**Run 1: met1 routing**

The bar under the picture is 20 microns long. Supply wires on this layer in grey.
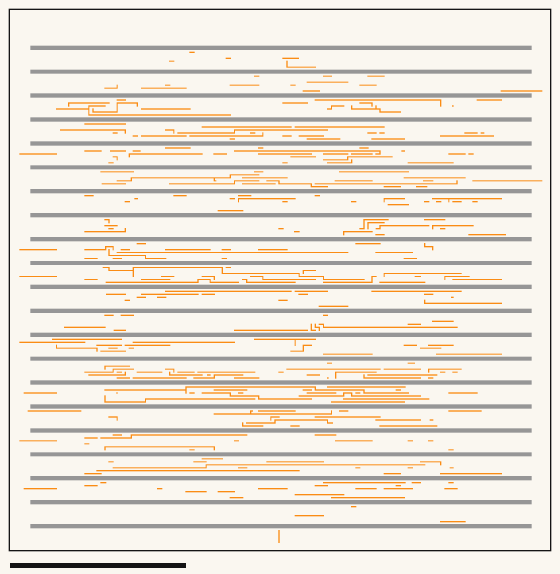
**Run 1: met2 routing**

The bar under the picture is 20 microns long.
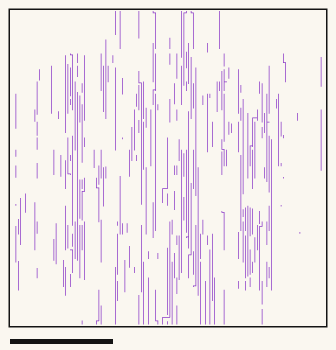
**Run 1: met3 routing**

Cells faint in the background.
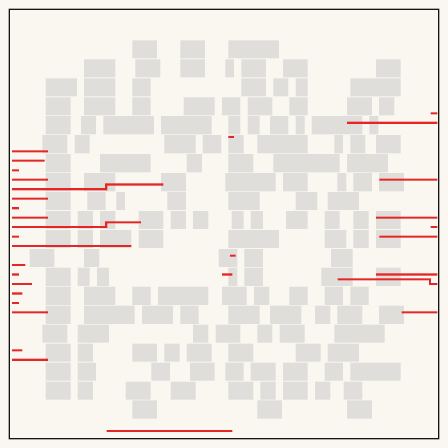
==> config.mk <==
export PLATFORM = sky130hd
export DESIGN_NAME = rr_mux4
export DESIGN_NICKNAME = d
export VERILOG_FILES = /design/src/rtl/rr_mux_pkg.sv /design/src/rtl/rr_arb4.sv /design/src/rtl/rr_mux4.sv
export SDC_FILE = /design/constraint.sdc
export NUM_CORES = 1
export LEC_CHECK = 0
export CELL_PAD_IN_SITES_DETAIL_PLACEMENT = 1
export CELL_PAD_IN_SITES_GLOBAL_PLACEMENT = 1
export CORE_MARGIN = 2
export CORE_UTILIZATION = 29
export DETAILED_ROUTE_END_ITERATION = 10
export PLACE_DENSITY_LB_ADDON = 0.1
export RECOVER_POWER = 50
export SETUP_SLACK_MARGIN = 0.3
export SYNTH_ARGS = -nofsm -noshare
export SYNTH_HDL_FRONTEND = slang
export SYNTH_SLANG_ARGS = --single-unit
==> constraint.sdc <==
create_clock -name clk -period 4.58 [get_ports clk]
set_clock_uncertainty 0.05 [all_clocks]
set_input_delay 0.687 -clock clk [delete_from_list [all_inputs] [get_ports clk]]
set_output_delay 0.687 -clock clk [all_outputs]
set_load 0.02 [all_outputs]
==> impl_metrics.py, run 1 <==
# Flow results
metrics = {
    "run_status": {
        "status": "complete, no violations",
    },
    "power": {
        "irDropWorstVdd_uv": 84.99,
        "pwr-share-clk": 0.184,
    },
    "clock_network": {
        "cts_tree": "yes",
        "path_clk_slew_ps": 90,
        "cts_made_buffers": 3,
    },
    "timing": {
        "fin_crit_ps": 3742,
        "final-hold-violation-count": 0,
    },
    "synth": {
        "syn_inst": 100,
        "synth.yosys.chip_area_sq_um": 955.9,
        "async_flop_share": 0,
    },
    "layout": {
        "antenna_cells": 0,
        "final_nets": 192,
        "nFillCells": 379,
    },
    "floorplan": {
        "chipWidth_microns": 61.42,
    },
    "routing": {
        "drc_errors": 0,
    },
    "setup_path": {
        "path_cells": "dlygate4sd3_1 > o21ai_2 > a221o_1 > nor3_1 > clkdlybuf4s50_1",
        "cpMaxStageDelayCell": "dlygate4sd3_1",
    },
    "place": {
        "io_buffers": 53,
        "placed_cell_area_sq_um": 1516,
        "place_hpwl_mm": 2.301,
    },
    "global_route": {
        "grt_max_degree": 19,
        "grt_pass1_vias": 1035,
    },
}
-- 'met1 routing' (at the start) --
- longest straight run: 26.2 microns
- share of all routed wire: 41%
- main direction: horizontal
- nets with wire on the layer: 160
via count: 1028
met1 GRT Util: 0.1980
Total Wirelength: 3.032 mm

-- 'met2 routing' (at the start) --
- share of all routed wire: 52%
- wire length on this layer: 1570 microns
met2 GRT Util: 0.3191

-- 'met3 routing' (at the start) --
- wire length on this layer: 187 microns
- main direction: horizontal
- share of all routed wire: 6.2%
- longest straight run: 17.7 microns
- nets with wire on the layer: 30
met3 usage: 0.02941

==> run 1: per-layer routing <==
layer / wire, microns / share of wire
met2: 1568 / 0.52
met5: 0 / 0
met1: 1237 / 0.41
met4: 39 / 0.013
met3: 186 / 0.061
==> run 1: cell usage after synthesis, types with 2 or more instances <==
master | number | area share
nand2b_1 | 3 | 0.020
and3_1 | 16 | 0.10
nor3_1 | 5 | 0.026
a211oi_2 | 9 | 0.12
dfxtp_1 | 13 | 0.27
clkbuf_1 | 3 | 0.012
o31ai_2 | 7 | 0.092
buf_2 | 2 | 0.010
nand3b_1 | 8 | 0.063
nor2_1 | 4 | 0.016
a211oi_1 | 7 | 0.055
==> run 1: kinds of logic (layout without fill, tap and decap cells) <==
family,count (synthesis),count (layout),synth area share
muxes,1,1,0.01047
DFF,13,13,0.2723
and+or+nand+nor,43,43,0.2788
AOI/OAI and AO/OA,35,35,0.3927
buffers and inverters,8,60,0.04581
==> run 1: through the flow <==
step / cells / util / total power [mW]
4_1_cts: 196 / 0.4972 / 0.4203
5_1_grt: 196 / 0.4960 / 0.4341
3_5_place_dp: 192 / 0.4887 / 0.3463
6_report: 196 / 0.4960 / 0.4100
2_1_floorplan: 100 / - / 0.2597
3_3_place_gp: 192 / 0.4887 / 0.3409
==> run 1: worst max-delay path, delay by kind of cell <==
family / cells / cell delay (ps)
compound gates: 2 / 710
simple gates: 1 / 300
buf+inv: 2 / 1300
==> run 1: area by class of cell <==
type	instances	area, sq um	share of cell area
clock buffer	4	26.28	0.01707
timing repair buffer	55	541.8	0.3520
sequential	13	260.3	0.1691
tap	44	55.05	0.03577
multi-input combinational	79	651.9	0.4236
inverter	1	3.754	0.002439
==> run 1 -> run 2 <==
Settings changed: CORE_UTILIZATION 29 to 27.
Clock period 4.58 ns to 3.7 ns, I/O delays scaled along.
**Run 2: track usage over the die**

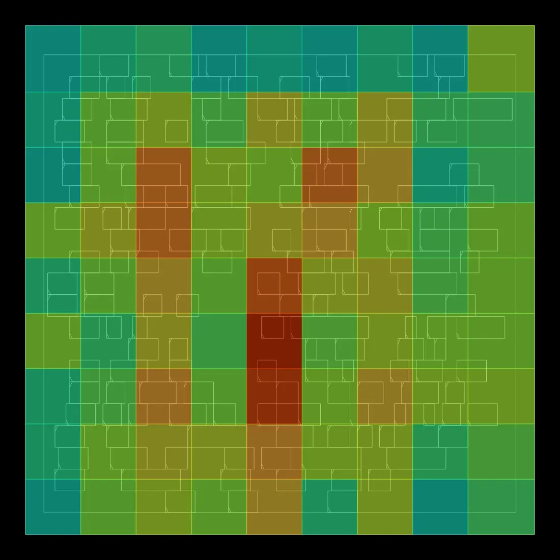
final core occ: 0.4673
Total GRT Usage: 0.1670
met2 GRT Util: 0.2789
met1 GRT Util: 0.2004

==> run 2 against run 1 <==
Against the previous run: via count shrank 0.19%; largest power group unchanged; register-to-register slack worse by 480 ps; critical path depth increased by 1; final cell count rose by 3.1%; flip-flop count stayed put; synthesized cell count unchanged; critical path type unchanged; core utilization down 2.9 points.
==> impl_metrics.py, run 2 <==
# Flow results
metrics = {
    "run_status": {
        "status": "complete, no violations",
    },
    "synth": {
        "synth.yosys.chip_area_sq_um": 955.9,
        "async_flop_share": 0,
        "syn_inst": 100,
        "yosys.area.top_type": "dfxtp_1",
        "most_common_cell": "and3_1",
        "top_cells_by_area": "dfxtp_1 27%, a211oi_2 12%, and3_1 10%",
    },
    "routing": {
        "antenna_left": 0,
        "num_vias": 1026,
        "drc_errors": 0,
    },
    "clock_network": {
        "path_clk_slew_ps": 80,
    },
    "timing": {
        "final-hold-violation-count": 0,
        "fin_crit_ps": 3412,
    },
    "setup_path": {
        "cpMaxStageDelayCell": "clkdlybuf4s50_1",
        "path_buffers": 2,
        "path_cells": "clkdlybuf4s50_1 > or2_1 > a21o_2 > nand2_1 > nor3_1 > clkdlybuf4s50_1",
        "crit_cells": 6,
        "cp_top_family": "buffers and inverters",
    },
    "min_path": {
        "whs_path_depth": 2,
    },
    "global_route": {
        "grt_pass1_vias": 1096,
        "grt_max_degree": 19,
    },
    "place": {
        "io_buffers": 53,
    },
    "layout": {
        "final_nets": 196,
    },
    "power": {
        "irDropWorstVdd_uv": 119.9,
    },
    "floorplan": {
        "chipWidth_microns": 63.50,
    },
}
-- run 2: logic make-up after synthesis --
logic type / Yosys count / synth area share
DFF: 13 / 0.2723
muxes: 1 / 0.01047
buffers and inverters: 8 / 0.04581
and+or+nand+nor: 43 / 0.2788
AOI/OAI and AO/OA: 35 / 0.3927
-- run 2: timing repair --
item	CTS	global route
endpoints found under the setup margin	0	1
endpoints found under the hold margin	0	0
gates resized	0	1
-- run 2: area by class of cell --
cell class	instances	area [sq um]
repair buffers	59	574.3
well taps	46	57.56
multi-input cells	79	649.4
inverters	1	3.754
fillers	428	1792
clock buffers	4	26.28
flip-flops and latches	13	260.3
-- run 2: where the power goes --
part	internal [mW]	switching, mW	total [mW]
clock	0.0418	0.0487	0.0905
sequential	0.159	0.0127	0.172
combinational	0.125	0.127	0.252
-- run 2: worst min-delay path, delay by kind of cell, from the launching register on --
kind | cells | cell delay, ps
AOI/OAI and AO/OA | 1 | 60
DFF | 1 | 310
and+or+nand+nor | 1 | 80
-- run 2: per-stage QoR --
stage | utilization | setup slack (ps) | power [mW] | instance area, sq um | cells
2_1_floorplan | - | 1282 | 0.3214 | 955.9 | 100
3_3_place_gp | 0.4606 | 321.6 | 0.4337 | 1549 | 198
3_5_place_dp | 0.4606 | 343.6 | 0.4370 | 1549 | 198
4_1_cts | 0.4684 | 332.8 | 0.5307 | 1575 | 202
5_1_grt | 0.4673 | 171.5 | 0.5484 | 1572 | 202
6_report | 0.4673 | 287.8 | 0.5140 | 1572 | 202
-- run 2: routing by layer --
metal,GRT usage,share of wire
met1,0.2004,0.46
met2,0.2789,0.46
met3,0.03750,0.060
met4,0.08152,0.019
met5,0,0
Power figures rest on the tool's default switching activity, not on a simulated workload.
